**src/rtl/mul_issue_ctrl.sv**
```systemverilog
// Issue/retire sequencer for the 2-stage MUL unit: extends operands, gates issue on response
// credit, tracks in-flight metadata in order and buffers results in a response FIFO.
module mul_issue_ctrl #(
    parameter int unsigned TAG_W      = 4,
    parameter int unsigned RESP_DEPTH = 4,
    parameter int unsigned MUL_LAT    = 2
) (
    input  logic             clk,
    input  logic             reset,
    input  logic             req_valid,
    output logic             req_ready,
    input  logic [1:0]       req_op,
    input  logic [31:0]      req_a,
    input  logic [31:0]      req_b,
    input  logic [TAG_W-1:0] req_tag,
    output logic             resp_valid,
    input  logic             resp_ready,
    output logic [31:0]      resp_data,
    output logic [TAG_W-1:0] resp_tag,
    output logic             mul_in_valid,
    input  logic             mul_in_ready,
    output logic [32:0]      mul_src1,
    output logic [32:0]      mul_src2,
    input  logic             mul_out_valid,
    input  logic [63:0]      mul_result
);

    // Accept at edge N retires at edge N+3, so one more op than MUL_LAT can be outstanding.
    localparam int unsigned MetaDepth = MUL_LAT + 1;
    localparam int unsigned MetaPtrW  = $clog2(MetaDepth);
    localparam int unsigned IfW       = $clog2(MetaDepth + 1);
    localparam int unsigned CntW      = $clog2(RESP_DEPTH + 1);
    localparam int unsigned PtrW      = $clog2(RESP_DEPTH);

    logic                w_ext_a;
    logic                w_ext_b;
    logic                w_can_issue;
    logic                w_accept;
    logic                w_retire;
    logic                w_fifo_rd;
    logic [31:0]         w_sel_data;

    logic [TAG_W:0]      r_meta [MetaDepth];
    logic [MetaPtrW-1:0] r_meta_wr;
    logic [MetaPtrW-1:0] r_meta_rd;
    logic [IfW-1:0]      r_inflight;

    logic [31:0]         r_fifo_data [RESP_DEPTH];
    logic [TAG_W-1:0]    r_fifo_tag  [RESP_DEPTH];
    logic [PtrW-1:0]     r_wr_ptr;
    logic [PtrW-1:0]     r_rd_ptr;
    logic [CntW-1:0]     r_count;

    function automatic logic [MetaPtrW-1:0] meta_next(input logic [MetaPtrW-1:0] p);
        return (p == MetaPtrW'(MetaDepth - 1)) ? '0 : p + 1'b1;
    endfunction

    assign w_ext_a  = req_a[31] & ((req_op == 2'b01) | (req_op == 2'b10));
    assign w_ext_b  = req_b[31] & (req_op == 2'b01);
    assign mul_src1 = {w_ext_a, req_a};
    assign mul_src2 = {w_ext_b, req_b};

    assign w_can_issue  = (32'(r_inflight) + 32'(r_count)) < RESP_DEPTH;
    assign req_ready    = mul_in_ready & w_can_issue & ~reset;
    assign mul_in_valid = req_valid & req_ready;
    assign w_accept     = mul_in_valid;

    // Strobes seen with nothing in flight are leftovers from before a reset.
    assign w_retire   = mul_out_valid & (r_inflight != '0);
    assign w_fifo_rd  = (r_count != '0) & resp_ready;
    assign w_sel_data = r_meta[r_meta_rd][TAG_W] ? mul_result[63:32] : mul_result[31:0];

    assign resp_valid = (r_count != '0);
    assign resp_data  = r_fifo_data[r_rd_ptr];
    assign resp_tag   = r_fifo_tag[r_rd_ptr];

    always_ff @(posedge clk) begin
        if (reset) begin
            for (int i = 0; i < int'(MetaDepth); i++) r_meta[i] <= '0;
            for (int i = 0; i < int'(RESP_DEPTH); i++) begin
                r_fifo_data[i] <= '0;
                r_fifo_tag[i]  <= '0;
            end
            r_meta_wr  <= '0;
            r_meta_rd  <= '0;
            r_inflight <= '0;
            r_wr_ptr   <= '0;
            r_rd_ptr   <= '0;
            r_count    <= '0;
        end else begin
            if (w_accept) begin
                r_meta[r_meta_wr] <= {req_op != 2'b00, req_tag};
                r_meta_wr         <= meta_next(r_meta_wr);
            end
            if (w_retire) begin
                r_meta_rd             <= meta_next(r_meta_rd);
                r_fifo_data[r_wr_ptr] <= w_sel_data;
                r_fifo_tag[r_wr_ptr]  <= r_meta[r_meta_rd][TAG_W-1:0];
                r_wr_ptr              <= r_wr_ptr + 1'b1;
            end
            if (w_fifo_rd) r_rd_ptr <= r_rd_ptr + 1'b1;

            case ({w_accept, w_retire})
                2'b10:   r_inflight <= r_inflight + 1'b1;
                2'b01:   r_inflight <= r_inflight - 1'b1;
                default: r_inflight <= r_inflight;
            endcase

            case ({w_retire, w_fifo_rd})
                2'b10:   r_count <= r_count + 1'b1;
                2'b01:   r_count <= r_count - 1'b1;
                default: r_count <= r_count;
            endcase
        end
    end

    always_ff @(posedge clk) begin
        if (!reset) begin
            assert (!(w_retire && !w_fifo_rd && (r_count == CntW'(RESP_DEPTH))));
            assert (!(w_accept && !w_retire && (r_inflight == IfW'(MetaDepth))));
        end
    end

endmodule
```
**config.mk**
```make
export PLATFORM = sky130hd
export DESIGN_NAME = mul_issue_ctrl
export DESIGN_NICKNAME = d
export VERILOG_FILES = /design/src/rtl/mul_issue_ctrl.sv
export SDC_FILE = /design/constraint.sdc
export NUM_CORES = 1
export LEC_CHECK = 0
export CAP_MARGIN = 20
export CORE_UTILIZATION = 52
export DETAILED_ROUTE_END_ITERATION = 7
export PLACE_DENSITY = 0.88
export SYNTH_ARGS = -nofsm -noshare
export SYNTH_HDL_FRONTEND = slang
export SYNTH_SLANG_ARGS = --single-unit
export TNS_END_PERCENT = 30
```
**constraint.sdc**
```tcl
create_clock -name clk -period 7.65 [get_ports clk]
set_input_delay 2.295 -clock clk [delete_from_list [all_inputs] [get_ports clk]]
set_output_delay 2.295 -clock clk [all_outputs]
set_load 0.05 [all_outputs]
```
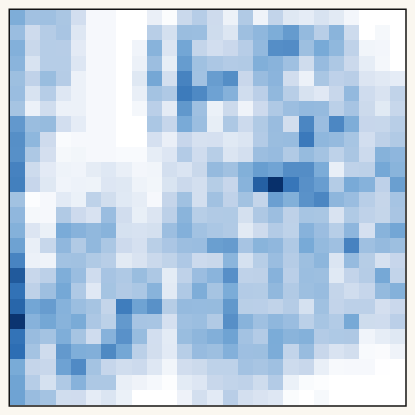
*Wiring heat map*
(3 px per um) 26 x 26 tiles, from white (low) to dark blue (high), scaled to the fullest tile. Values are wire area over tile area, all layers added.
The mean over all tiles is 0.19. 5.9% of the tiles are nearly empty. The emptiest ninth of the die: top left. 11% of the tiles are over half the peak. The fullest tile reaches 0.65.

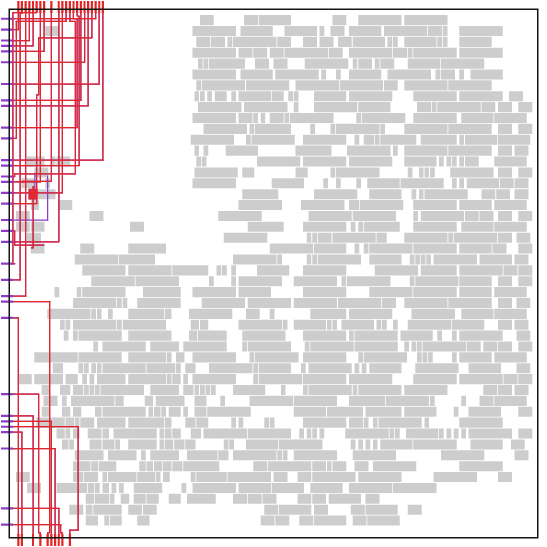
*Wires at chosen ports, followed through buffers*
(4 px per um)
Purple shows mul_src2, direction output, edge left, end cells 1, wire 1440 um. Red shows req_b, direction input, edge 22 top, 10 bottom, end cells 1, wire 1410 um.

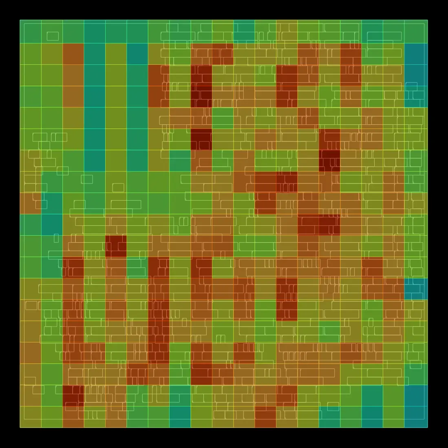
*Congestion heat map*
met1 routing resource usage after global routing: 0.2547
global routing usage on met2: 0.4353
met3 usage: 0.06983
final standard cell utilization of the core: 0.6200

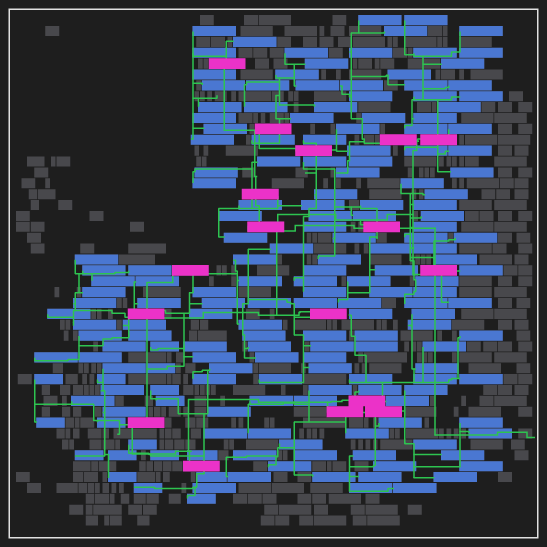
*Clock wires, drivers and flops*
(4 px per um)
Blue shows flip-flops, count 181. Magenta shows clock-net drivers, count 17. Green shows clock wires, length 1960 um.
Position of the flops: spread over the die. There are 18 routed clock nets.
insertion delay at the late pin of the worst-skew pair: 0.43 ns
clock group total power: 0.908 mW
clock power share: 0.326

==> results.toml <==
# yosys + openroad results
[logic_synthesis]
synth.yosys.warnings = 0
postSynth.asyncResetShare = 0
synthTopLogicFamily = "multiplexers"
simple_gate_share = 0.09851
mapped_nets = 747
synthDistinctLibCells = 38
common_cells = "164 x sky130_fd_sc_hd__edfxtp_1, 164 x sky130_fd_sc_hd__nor2_1, 66 x sky130_fd_sc_hd__buf_4"
edf_count = 164
yosys_most_used_dff = "sky130_fd_sc_hd__edfxtp_1"
ys_seq_share = 0.6017
ys_sh_xor = 0.006005
ys_sh_mux = 0.1879
area_share_of_the_largest_cell_type_after_synthesis = 0.5628
adder_share = 0.009437
yosys.area_share.aoi = 0.01287
yosys-stat-area_sq_mm = 0.008751
synth.top_cells.by_area = "sky130_fd_sc_hd__edfxtp_1 56%, sky130_fd_sc_hd__mux4_2 9.5%, sky130_fd_sc_hd__mux2i_4 7.7%, sky130_fd_sc_hd__nor2_1 7.0%, sky130_fd_sc_hd__buf_4 5.7%"
synth_area_per_cell_sq_um = 14.56
yosys.area.top_type = "sky130_fd_sc_hd__edfxtp_1"
netlist_area_sq_mm = 0.008751
netlist_instances = 601

[worst_setup_path]
timing.critical_path.mode_cell = "sky130_fd_sc_hd__clkdlybuf4s50_1"
path_max_fanout = 5
worstSetupStartpoint = "reset"
crit_path_top_delay_cell = "sky130_fd_sc_hd__clkdlybuf4s50_1"
crit_path_end = "mul_in_valid"
reg2reg_depth = 4
critPathLaunchType = "input pin"
setup.worst_path.end_class = "output port"
critical-path-top-delay-family = "buffers and inverters"
worst_path_required_ns = 5.36
cp.depth = 4
timing.setup.critical_path_class = "input pin to output port"
r2r_setup_slack_ns = 4.98
timing.critical_path.arrival_ns = 4.36
worst_r2r_endpoint = "r_fifo_data[0][30]$_SDFFCE_PN0P_"
cp_num_buf_inv = 2
critPathMaxStageDelay_ns = 0.84

[global_route]
global_route.peak_usage_layer = "met2"
grt_pass1_wl_um = 30390
grt_start_max_net_pins = 38
grt_use_total = 0.2386
first_global_vias = 5347
initial_antenna_violation_count = 0
globalRouteOverflowTotal = 0

[final_layout]
most_frequent_logic_cells_in_the_routed_design = "164 x sky130_fd_sc_hd__nor2_1, 164 x sky130_fd_sc_hd__edfxtp_1, 120 x sky130_fd_sc_hd__clkdlybuf4s50_1"
comb-cell-share = 0.2698
seq_cell_count = 181
nonClockBufferCount = 128
design.final.nets = 798
logic_gate_count = 310
dominant_cells = "registers"
clock_buffers = 19
ff_latch_area_sq_mm = 0.005268
fin_cells = 884
drive_gt1_frac = 0.1672
regMostFlops = "r_fifo_data"
seq_area_frac = 0.5142
buf_share = 0.1243
nNonClkInverters = 14
fillCellCount = 1163
area.growth.synth_to_final_pct = 17.07
layout.clock.cell_area_share = 0.05972
layout_top_registers = "r_fifo_data: 128 flops, r_meta: 20 flops, r_fifo_tag: 16 flops"

[clock_tree]
clock_path_buffers = 2
cts_hold_buffers = 0
clk_pin_slew_ns = 0.06
htree_num_levels = 4
post_cts_sizing_count = 0
cts.sink_count = 181
cts_made_buffers = 17
tritoncts_clock_tree = "yes"
cts-root-buf = "sky130_fd_sc_hd__clkbuf_16"

[detailed_routing]
wire_length_on_met1_um = 6818
wl_um = 19860
detail_route.first_pass.iterations = 5
met2RoutedLength_um = 10960
drt_drc_violations_left = 0
detail_route.vias_per_cell = 5.624
wl_per_cell_um = 22.47
postRouteAntennaNets = 0
drt_first_iter_violations = 396
highest_layer = "met4"

[timing]
timing.final.crit_share = 0.8696
timing.setup.tns_ns = 0
fin_crit_ns = 6.653
tightestPinTransition_ns = 1.094
clock_tree_skew_after_final_layout_ns = 0.01084
report.final.setup_viol = 0
grt_setup_unrepaired = "no"
finalWorstSetupSlack_ns = 0.9974
maxClockFrequency_mhz = 150.3
slew_violations = 0
worst_slew_margin_rel = 0.2710
hold_ws_ns = 0.5181

[power_and_ir_drop]
powerDensity_mw_per_mm2 = 271.8
power_switching_share = 0.2892
combPwrFrac = 0.252
vdd_drop_max_mv = 0.1672
p_total_mw = 2.784
powerComb_mw = 0.701
p_int_mw = 1.979
p_switching_mw = 0.8053
share_seq_of_total_power = 0.422
power_top_consumer = "registers"
powerSeq_mw = 1.18

[placement]
detailed_place.area_sq_mm = 0.009613
place.gp.congestion = 0.7441
dpl_worst_slack_ns = 1.020
dp.cells = 852
dp_hpwl_um = 12860

[outcome]
run_status = "completed"

[floorplanning]
chip_area_sq_mm = 0.01735
std_cell_rows = 47
floorplan.initialDensity = 0.5296
chip_width_um = 131.7
tapcell.inserted = 220
floorplan.core_area_sq_mm = 0.01652
top_level_ports = 245
die_h_um = 131.7

[run]
openroad.warnings = 27
max-cap-violations = 0

[hold_path]
holdCritPathClass = "flip-flop to flip-flop"
timing.hold.worst_path_depth = 2
Power figures rest on the tool's default switching activity, not on a simulated workload.
